===== src/rtl/truth_table_sequencer_if.sv =====
// Bus between the truth-table sequencer and its user: start/done handshake, function drive/sense.
// Optional TT_EXPECT_CHECK_EN adds the expected-table input and the mismatch flag.
interface truth_table_sequencer_if #(
  parameter int unsigned N_INPUTS = 2
) ();
  localparam int unsigned Width = 1 << N_INPUTS;

  logic                start;
  logic                s_in;
  logic [N_INPUTS-1:0] x_out;
  logic                busy;
  logic                done;
  logic [Width-1:0]    table_out;
`ifdef TT_EXPECT_CHECK_EN
  logic [Width-1:0]    expected;
  logic                mismatch;

  modport slave (
    input  start, s_in, expected,
    output x_out, busy, done, table_out, mismatch
  );
  modport master (
    output start, s_in, expected,
    input  x_out, busy, done, table_out, mismatch
  );
`else
  modport slave (
    input  start, s_in,
    output x_out, busy, done, table_out
  );
  modport master (
    output start, s_in,
    input  x_out, busy, done, table_out
  );
`endif
endinterface


===== src/rtl/truth_table_sequencer.sv =====
// Sweeps all 2^N_INPUTS input vectors in ascending order, holds each for SETTLE_CYCLES, then
// samples s_in into table_out. Optional TT_EXPECT_CHECK_EN compares the result to a reference.
module truth_table_sequencer #(
  parameter int unsigned N_INPUTS      = 2,
  parameter int unsigned SETTLE_CYCLES = 1
) (
  input logic                   clk,
  input logic                   rst,
  truth_table_sequencer_if.slave bus
);
  localparam int unsigned Width = 1 << N_INPUTS;
  localparam int unsigned IdxW  = N_INPUTS + 1;
  localparam int unsigned CntW  = (SETTLE_CYCLES < 2) ? 1 : $clog2(SETTLE_CYCLES + 1);

  typedef enum logic [1:0] {StIdle, StSettle, StSample, StDone} state_e;

  state_e           state_q, state_d;
  logic [IdxW-1:0]  index_q, index_d;
  logic [CntW-1:0]  cnt_q, cnt_d;
  logic [Width-1:0] table_q, table_d;
`ifdef TT_EXPECT_CHECK_EN
  logic [Width-1:0] expected_q, expected_d;
  logic             mismatch_q, mismatch_d;
`endif

  always_comb begin
    state_d = state_q;
    index_d = index_q;
    cnt_d   = cnt_q;
    table_d = table_q;
`ifdef TT_EXPECT_CHECK_EN
    expected_d = expected_q;
    mismatch_d = mismatch_q;
`endif
    unique case (state_q)
      StIdle: begin
        if (bus.start) begin
          index_d = '0;
          cnt_d   = '0;
          table_d = '0;
          state_d = StSettle;
`ifdef TT_EXPECT_CHECK_EN
          expected_d = bus.expected;
          mismatch_d = 1'b0;
`endif
        end
      end
      StSettle: begin
        cnt_d = cnt_q + 1'b1;
        if (cnt_q == CntW'(SETTLE_CYCLES - 1)) state_d = StSample;
      end
      StSample: begin
        table_d[index_q[N_INPUTS-1:0]] = bus.s_in;
        if (index_q == IdxW'(Width - 1)) begin
          state_d = StDone;
        end else begin
          // x_out only moves here, so every vector gets the full settle window
          index_d = index_q + 1'b1;
          cnt_d   = '0;
          state_d = StSettle;
        end
      end
      StDone: begin
        state_d = StIdle;
`ifdef TT_EXPECT_CHECK_EN
        mismatch_d = (table_q != expected_q);
`endif
      end
      default: state_d = StIdle;
    endcase
  end

  always_ff @(posedge clk) begin
    if (rst) begin
      state_q <= StIdle;
      index_q <= '0;
      cnt_q   <= '0;
      table_q <= '0;
`ifdef TT_EXPECT_CHECK_EN
      expected_q <= '0;
      mismatch_q <= 1'b0;
`endif
    end else begin
      state_q <= state_d;
      index_q <= index_d;
      cnt_q   <= cnt_d;
      table_q <= table_d;
`ifdef TT_EXPECT_CHECK_EN
      expected_q <= expected_d;
      mismatch_q <= mismatch_d;
`endif
    end
  end

  assign bus.x_out     = index_q[N_INPUTS-1:0];
  assign bus.busy      = (state_q == StSettle) || (state_q == StSample);
  assign bus.done      = (state_q == StDone);
  assign bus.table_out = table_q;
`ifdef TT_EXPECT_CHECK_EN
  assign bus.mismatch  = mismatch_q;
`endif
endmodule


===== src/flat_wrapper.sv =====
// flat-port wrapper written by rule: the top's interface ports become plain ports
module truth_table_sequencer_flat 
#(
  parameter int unsigned N_INPUTS      = 2,
  parameter int unsigned SETTLE_CYCLES = 1
)
  (clk, rst, bus_start, bus_s_in, bus_x_out, bus_busy, bus_done, bus_table_out);
  truth_table_sequencer_if #(.N_INPUTS(N_INPUTS)) bus_i ();
  input logic clk;
  input logic rst;
  input wire logic [$bits(bus_i.start)-1:0] bus_start;
  input wire logic [$bits(bus_i.s_in)-1:0] bus_s_in;
  output wire logic [$bits(bus_i.x_out)-1:0] bus_x_out;
  output wire logic [$bits(bus_i.busy)-1:0] bus_busy;
  output wire logic [$bits(bus_i.done)-1:0] bus_done;
  output wire logic [$bits(bus_i.table_out)-1:0] bus_table_out;
  assign bus_i.start = bus_start;
  assign bus_i.s_in = bus_s_in;
  assign bus_x_out = bus_i.x_out;
  assign bus_busy = bus_i.busy;
  assign bus_done = bus_i.done;
  assign bus_table_out = bus_i.table_out;
  truth_table_sequencer #(.N_INPUTS(N_INPUTS), .SETTLE_CYCLES(SETTLE_CYCLES)) u_core (.clk(clk), .rst(rst), .bus(bus_i));
endmodule

===== config.mk =====
export PLATFORM = sky130hd
export DESIGN_NAME = truth_table_sequencer_flat
export DESIGN_NICKNAME = d
export VERILOG_FILES = /design/src/rtl/truth_table_sequencer_if.sv /design/src/rtl/truth_table_sequencer.sv /design/src/flat_wrapper.sv
export SDC_FILE = /design/constraint.sdc
export NUM_CORES = 1
export LEC_CHECK = 0
export CORE_AREA = 2 2 39 41
export DETAILED_ROUTE_END_ITERATION = 12
export DIE_AREA = 0 0 41 43
export PLACE_DENSITY = 0.76
export SYNTH_ARGS = -nofsm -noshare
export SYNTH_HDL_FRONTEND = slang
export SYNTH_SLANG_ARGS = --single-unit

===== constraint.sdc =====
create_clock -name clk -period 4.2 [get_ports clk]
set_input_delay 0.63 -clock clk [delete_from_list [all_inputs] [get_ports clk]]
set_output_delay 0.63 -clock clk [all_outputs]
set_load 0.01 [all_outputs]

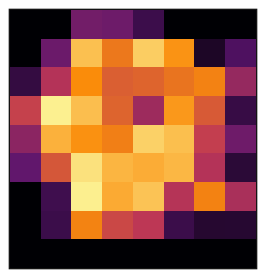
util_map.png
(6 px per µm) 8 x 9 tiles, from black (low) to pale yellow (high), 0 to 100% covered.
The fullest tile reaches 97%. 25% of the tiles are over 75% full. The mean over all tiles is 43%.

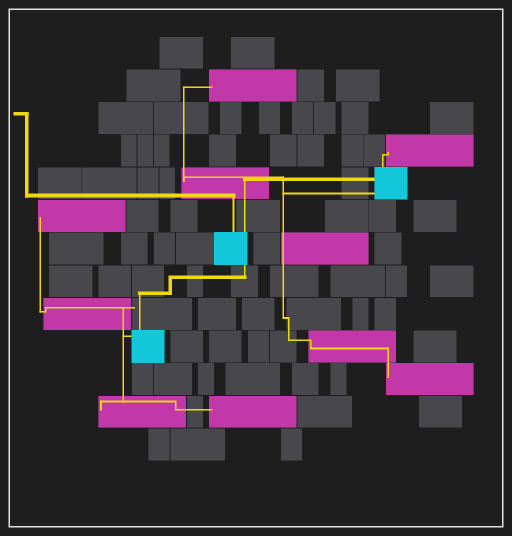
clock_wires.png
(12 px per µm)
Key: clock wires = yellow [length 159 µm]; clock-net drivers = cyan [count 3]; flip-flops = magenta [count 10]
There are 4 routed clock nets.

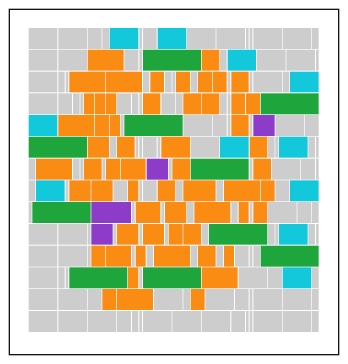
class_map.png
(8 px per µm) Fill, decap, tap and diode cells in gray.
Key: clock drivers and dummy loads = purple [cells 4, share of their area 4.8%]; remaining logic cells = orange [cells 58, share of their area 54%]; remaining buffers and delay cells = cyan [cells 11, share of their area 15%]; registers = green [cells 10, share of their area 26%]

==> flow_summary.ini <==
; synthesis and place-and-route metrics
[finish]
final_area_um2 = 776
lay_top_cells = clkdlybuf4s50_1, a21oi_1, ha_1, dfxtp_1, nand4_1
syn2layout_area_growth_pct = 22.5
final-comb-area_um2 = 390
largest_class = combinational gates
fin_util_pct = 56.1
non_clock_buffer_area_share_pct = 14.2
clk_share_pct = 4.68
comb_cells = 53
diodes = 0
n_all_buffers = 11

[route]
vias = 554
wl_per_cell_um = 13.4
vias_per_cell = 5.60
route.detailed.drc = 0
finalWirelength_um = 1320
ant_nets = 0
met2_length_um = 607
first_pass_iters = 4

[clocking]
cts_buffer_depth = 2
clkLatencyLatePin_ns = 0.27
post-cts-setup-buffer-count = 0
cts_made_buffers = 3
post_cts_resized = 0

[global_routing]
track_usage_pct = 17.6
antenna_found_initial = 0
top_usage_layer = met2
grtUsageMet1_pct = 20.7
grt_pass1_vias = 517
grt_max_degree = 18
met3_usage_pct = 8.38

[power_and_ir_drop]
switching_power_mw = 0.128
powerDensity_mw_per_mm2 = 449
vdd.ir_drop.worst_mv = 0.275
combPwrFrac_pct = 40.1
switching_share_pct = 36.7
p_clk_share_pct = 25.6
p_leak_nw = 0.299
pg_comb_mw = 0.140
p_int_mw = 0.220

[worst_setup_path]
cp-end-kind = output port
cpPeakStageDelay_ns = 0.53
worstPathCellList = inv_1 > ha_1 > clkdlybuf4s50_1
startpoint = u_core.state_q[1]
setup.worst_path.class = reg -> out
cp.arrival_ns = 1.62
crit_family = buffers and inverters
r2r-end = u_core.cnt_q
cp-start-kind = register
r2r-start = u_core.state_q[0]
crit_slowest_cell = clkdlybuf4s50_1
required_ns = 3.57

[synthesis]
aoi_share_pct = 19.4
synth-edff-count = 0
synthArstFlopShare_pct = 0
postSynthSeqShare_pct = 31.6
yosys_area_um2 = 633
synthCells = 72
fa_ha_area_share_pct = 19.8
muxShareOfSynthArea_pct = 3.36
ys_ff = 10
synth_top_area_share_pct = 31.6
ys_warn_count = 0
synth_area_um2 = 633
xor_share_pct = 0
synth_area_per_cell_um2 = 8.79

[timing]
finalSetupViolations = 0
hold_viol = 0
rsz0062_at_grt = false
clock.fmax_ghz = 0.445
relSlewSlack_pct = 65.1
tightest_slew_ns = 0.524

[place]
portBuffers = 11
dp_hpwl_um = 922
placed_area_um2 = 739
place_ws_ns = 2.26

[floorplanning]
floorplan.core_util_pct = 45.8
die_y_um = 43
nWellTaps = 16
num_rows = 14

[worst_hold_path]
worstHoldStart = u_core.bus.table_out[1]
holdPathStages = 2

[job]
warnings = 33

[status]
status = completed
